[src/rtl/spi_xfer_engine.sv]
// spi_xfer_engine: SPI master word engine bridging the TX/RX FIFO handshakes and the SPI pins.
//  clk_i/arst_n_i/soft_rst_i          clock, async active-low reset, sync soft reset
//  enable_i/cpol_i/cpha_i/clk_div_i   control, sampled in IDLE and latched on leaving it
//  tx_empty_i/tx_req_o/tx_data_i/tx_resp_i/tx_ack_o   TX FIFO read port
//  rx_full_i/rx_req_o/rx_data_o/rx_ack_i              RX FIFO write port
//  sclk_o/mosi_o/miso_i/ss_n_o        SPI pins
//  busy_o                             high whenever the engine is not idle
module spi_xfer_engine #(
  parameter int DATA_WIDTH = 16,
  parameter int DIV_WIDTH  = 8
) (
  input  logic                  clk_i,
  input  logic                  arst_n_i,
  input  logic                  soft_rst_i,
  input  logic                  enable_i,
  input  logic                  cpol_i,
  input  logic                  cpha_i,
  input  logic [DIV_WIDTH-1:0]  clk_div_i,
  input  logic                  tx_empty_i,
  output logic                  tx_req_o,
  input  logic [DATA_WIDTH-1:0] tx_data_i,
  input  logic                  tx_resp_i,
  output logic                  tx_ack_o,
  input  logic                  rx_full_i,
  output logic                  rx_req_o,
  output logic [DATA_WIDTH-1:0] rx_data_o,
  input  logic                  rx_ack_i,
  output logic                  sclk_o,
  output logic                  mosi_o,
  input  logic                  miso_i,
  output logic                  ss_n_o,
  output logic                  busy_o
);
  localparam logic [2:0] IDLE  = 3'd0;
  localparam logic [2:0] FETCH = 3'd1;
  localparam logic [2:0] POP   = 3'd2;
  localparam logic [2:0] SHIFT = 3'd3;
  localparam logic [2:0] STORE = 3'd4;
  localparam int TW = $clog2(2 * DATA_WIDTH);
  logic [2:0]            state;
  logic [DATA_WIDTH-1:0] sh, cap, cap_nxt;
  logic [DIV_WIDTH-1:0]  div_l, cnt;
  logic [TW-1:0]         tcnt;
  logic                  cpol_l, cpha_l, tgl, go, tick, last, sample;
  assign go      = enable_i & ~tx_empty_i & ~rx_full_i;
  assign tick    = state == SHIFT && cnt == div_l;
  assign last    = tcnt == TW'(2 * DATA_WIDTH - 1);
  // toggle number tcnt+1 is odd when tcnt is even; cpha moves sampling to the even toggles
  assign sample  = ~tcnt[0] ^ cpha_l;
  assign cap_nxt = sample ? {cap[DATA_WIDTH-2:0], miso_i} : cap;
  assign busy_o  = state != IDLE;
  // tgl returns to 0 after the even toggle count, so sclk rests at the latched cpol between words
  assign sclk_o  = busy_o ? cpol_l ^ tgl : cpol_i;
  always_ff @(posedge clk_i or negedge arst_n_i) begin
    if (!arst_n_i) begin
      state     <= IDLE;
      tx_req_o  <= 1'b0;
      tx_ack_o  <= 1'b0;
      rx_req_o  <= 1'b0;
      rx_data_o <= '0;
      mosi_o    <= 1'b0;
      ss_n_o    <= 1'b1;
      sh        <= '0;
      cap       <= '0;
      div_l     <= '0;
      cnt       <= '0;
      tcnt      <= '0;
      cpol_l    <= 1'b0;
      cpha_l    <= 1'b0;
      tgl       <= 1'b0;
    end else if (soft_rst_i) begin
      state     <= IDLE;
      tx_req_o  <= 1'b0;
      tx_ack_o  <= 1'b0;
      rx_req_o  <= 1'b0;
      rx_data_o <= '0;
      mosi_o    <= 1'b0;
      ss_n_o    <= 1'b1;
      sh        <= '0;
      cap       <= '0;
      div_l     <= '0;
      cnt       <= '0;
      tcnt      <= '0;
      cpol_l    <= 1'b0;
      cpha_l    <= 1'b0;
      tgl       <= 1'b0;
    end else begin
      tx_req_o <= 1'b0;
      tx_ack_o <= 1'b0;
      case (state)
        IDLE: if (go) begin
          tx_req_o <= 1'b1;
          cpol_l   <= cpol_i;
          cpha_l   <= cpha_i;
          div_l    <= clk_div_i;
          state    <= FETCH;
        end
        FETCH: if (tx_resp_i) begin
          sh       <= tx_data_i;
          tx_ack_o <= 1'b1;
          ss_n_o   <= 1'b0;
          state    <= POP;
        end
        POP: begin
          cnt   <= '0;
          tcnt  <= '0;
          state <= SHIFT;
          // leading-edge sampling needs the MSB on the wire before the first edge
          if (!cpha_l) begin
            mosi_o <= sh[DATA_WIDTH-1];
            sh     <= {sh[DATA_WIDTH-2:0], 1'b0};
          end
        end
        SHIFT: if (tick) begin
          cnt  <= '0;
          tgl  <= ~tgl;
          tcnt <= tcnt + 1'b1;
          cap  <= cap_nxt;
          if (!sample && !last) begin
            mosi_o <= sh[DATA_WIDTH-1];
            sh     <= {sh[DATA_WIDTH-2:0], 1'b0};
          end
          if (last) begin
            rx_data_o <= cap_nxt;
            rx_req_o  <= 1'b1;
            state     <= STORE;
          end
        end else cnt <= cnt + 1'b1;
        STORE: if (rx_ack_i) begin
          rx_req_o <= 1'b0;
          if (go) begin
            tx_req_o <= 1'b1;
            state    <= FETCH;
          end else begin
            ss_n_o <= 1'b1;
            state  <= IDLE;
          end
        end
        default: state <= IDLE;
      endcase
    end
  end
endmodule

[config.mk]
export PLATFORM = sky130hd
export DESIGN_NAME = spi_xfer_engine
export DESIGN_NICKNAME = d
export VERILOG_FILES = /design/src/rtl/spi_xfer_engine.sv
export SDC_FILE = /design/constraint.sdc
export NUM_CORES = 1
export LEC_CHECK = 0
export CORE_MARGIN = 2
export CORE_UTILIZATION = 45
export CTS_CLUSTER_SIZE = 8
export DETAILED_ROUTE_END_ITERATION = 10
export PLACE_DENSITY = 0.7
export SLEW_MARGIN = 40
export SYNTH_ARGS = -nofsm -noshare
export SYNTH_HDL_FRONTEND = slang
export SYNTH_SLANG_ARGS = --single-unit
[constraint.sdc]
create_clock -name clk_i -period 3.01 [get_ports clk_i]
set_input_delay 0.4515 -clock clk_i [delete_from_list [all_inputs] [get_ports clk_i]]
set_output_delay 0.4515 -clock clk_i [all_outputs]
set_load 0.1 [all_outputs]
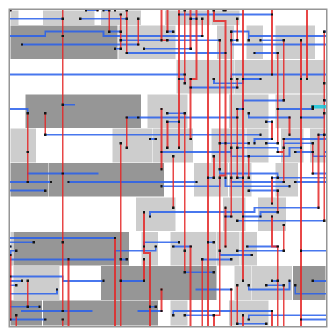
closeup.png
Window x 37 to 62, y 17 to 42 um. Cells in gray, sequential cells in the stronger gray; small squares are vias.
- blue: M1
- cyan: M3
- red: M2
- most frequent: dfrtp_1 (6)
- cells with their middle in the window: 36
- sequential cells in the window: 6
- netlist names of flops here include: `div_l` (3), `cnt` (2)

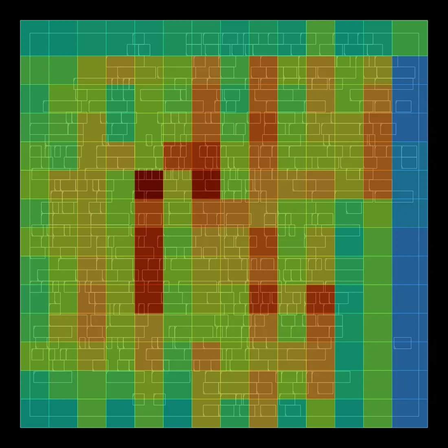
congestion_map.png
total global-route track usage: 17.3%
utilization after layout: 54.4%

==> qor.txt <==
Run status -> finished clean
Count of warnings emitted by yosys -> 0
Type of the setup path with the least slack -> reg -> reg
Root Buffer -> sky130_fd_sc_hd__clkbuf_8
CTS tree -> done
Die outline height -> 98.3 um
Commonest flop -> sky130_fd_sc_hd__dfrtp_1
Area of all sequential standard cells -> 2000 um2
Post-CTS clock slew at the launch and capture registers of the worst setup and hold paths -> 80 ps
Highest achievable clock rate -> 0.400 GHz
Kind of capture point of the worst setup path -> flip-flop
Cell count listed in synth_stat.txt -> 351
Static Leakage -> 0.00241 uW
Sequential-cell power consumption -> 1130 uW
Chain of cells forming the critical path -> ha_1, and3_1, ha_1, nor4b_1, nor3_1, nor3_4, buf_4, mux2_2
WHS -> 140 ps
Yosys top cell by area -> sky130_fd_sc_hd__dfrtp_1
Clk tree area frac -> 3.69%
Pwr Density -> 443 nW/um2
Clock tree sinks -> 80
Worst Path Buf+Inv -> 1
Summed negative setup slack over all endpoints -> 0 ps
Share of Yosys cell area claimed by the top area cell type -> 49.4%
Compound-gate portion of the synthesized area -> 11.9%
Yosys Chip Area -> 4000 um2
Total number of tap cells -> 108
Worst vdd ir -> 0.000243 V
Reg power frac -> 54.1%
Minimum clock period after layout -> 2500 ps
Quantity of hold-fixing buffers added after cts -> 0
Count of tool warnings -> 26
Commonest cells in the netlist -> sky130_fd_sc_hd__dfrtp_1, sky130_fd_sc_hd__nor2_1, sky130_fd_sc_hd__mux2i_1
Area growth syn-to-layout -> 18.0%
Setup slack of the critical path after layout -> 511 ps
Synth Cell Area -> 4000 um2
Depth of the most critical reg-to-reg path -> 8
Dominant kind of combinational cell -> multiplexers
Area occupied by multi-input gates -> 1840 um2
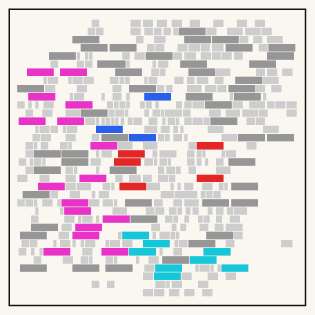
ff_map.png
(3 px per um) Other sequential cells in the stronger gray, the rest of the logic in the fainter gray.
- red: `tcnt` (flops 5; where middle)
- cyan: `div_l` (flops 8; where bottom middle)
- magenta: `cap` (flops 16)
- blue: `state` (flops 3)
- not colored: 48

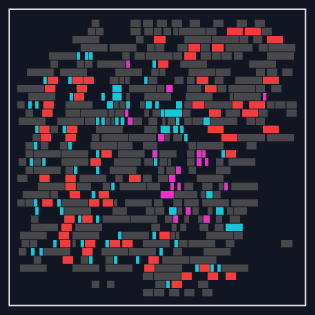
gates.png
(3 px per um)
- magenta: nand cells (cells 20; where middle)
- cyan: nor cells (cells 69)
- red: mux cells (cells 61; where spread over the die)

-- cell families after synthesis --
logic type               after synthesis
buffers and inverters                 28
multiplexers                          61
adder cells (fa/ha/maj)                3
XOR/XNOR                              12
AND/OR/NAND/NOR                      105
flip-flops                            80
AND-OR/OR-AND                         62
-- cells in the final DEF (no fill, tap or decap), types with 3 or more instances in the layout --
cell and instances:
sky130_fd_sc_hd__clkdlybuf4s50_1 32, sky130_fd_sc_hd__xor2_1 8, sky130_fd_sc_hd__a22o_1 17, sky130_fd_sc_hd__buf_4 28, sky130_fd_sc_hd__o21ai_0 9, sky130_fd_sc_hd__inv_1 6, sky130_fd_sc_hd__xnor2_1 3, sky130_fd_sc_hd__nand3_1 7
sky130_fd_sc_hd__ha_1 3, sky130_fd_sc_hd__and3_1 4, sky130_fd_sc_hd__a211oi_1 16, sky130_fd_sc_hd__nand2b_1 4, sky130_fd_sc_hd__a21oi_1 5, sky130_fd_sc_hd__mux2_4 9, sky130_fd_sc_hd__mux2i_1 43, sky130_fd_sc_hd__mux2_2 9
sky130_fd_sc_hd__nor2b_1 4, sky130_fd_sc_hd__nor4b_1 3, sky130_fd_sc_hd__dfrtp_1 79, sky130_fd_sc_hd__nor2_1 56, sky130_fd_sc_hd__clkbuf_8 10, sky130_fd_sc_hd__nand2_1 8
-- through the flow --
stage,total power [uW],instances,cell area [um2]
after floorplan,1310,351,4000
after global placement,1400,499,4540
after detailed placement,1410,499,4540
after CTS,2120,515,4720
after global routing,2180,515,4720
final,2090,515,4720
-- worst register-to-register path, cell delays in order (launching register included) --
cell,delay (ps)
sky130_fd_sc_hd__dfrtp_1,470
sky130_fd_sc_hd__ha_1,260
sky130_fd_sc_hd__and3_1,190
sky130_fd_sc_hd__ha_1,200
sky130_fd_sc_hd__nor4b_1,350
sky130_fd_sc_hd__nor3_1,140
sky130_fd_sc_hd__nor3_4,120
sky130_fd_sc_hd__buf_4,290
sky130_fd_sc_hd__mux2_2,380
-- routing by layer --
metal | GRT usage [%] | part of all wire [%]
met4 | 6.43 | 1.2
met5 | 0 | 0
met3 | 4.29 | 4.4
met2 | 26.8 | 48
met1 | 23.5 | 47
-- how the worst max path moves through the flow --
stage | end | startpoint | slack (ps)
3_5_place_dp | sh[1]$_DFFE_PN0P_ | tcnt[0]$_DFFE_PN0P_ | 540
2_1_floorplan | sclk_o | state[1]$_DFFE_PN0P_ | 660
3_3_place_gp | sh[4]$_DFFE_PN0P_ | tcnt[0]$_DFFE_PN0P_ | 610
6_report | sh[3]$_DFFE_PN0P_ | tcnt[0]$_DFFE_PN0P_ | 510
4_1_cts | sh[3]$_DFFE_PN0P_ | tcnt[0]$_DFFE_PN0P_ | 520
5_1_grt | sh[2]$_DFFE_PN0P_ | tcnt[0]$_DFFE_PN0P_ | 350
-- registers in the layout, indices dropped and copies added (netlist names) --
| register | flops |
|---|---|
| div_l | 8 |
| ss_n_o | 1 |
| tx_ack_o | 1 |
| tgl | 1 |
| cpha_l | 1 |
| cpol_l | 1 |
| cnt | 8 |
| mosi_o | 1 |
| tx_req_o | 1 |
| state | 3 |
| cap | 16 |
| rx_data_o | 16 |
| rx_req_o | 1 |
| sh | 16 |
| tcnt | 5 |
Power is estimated from default activity; no workload was simulated.
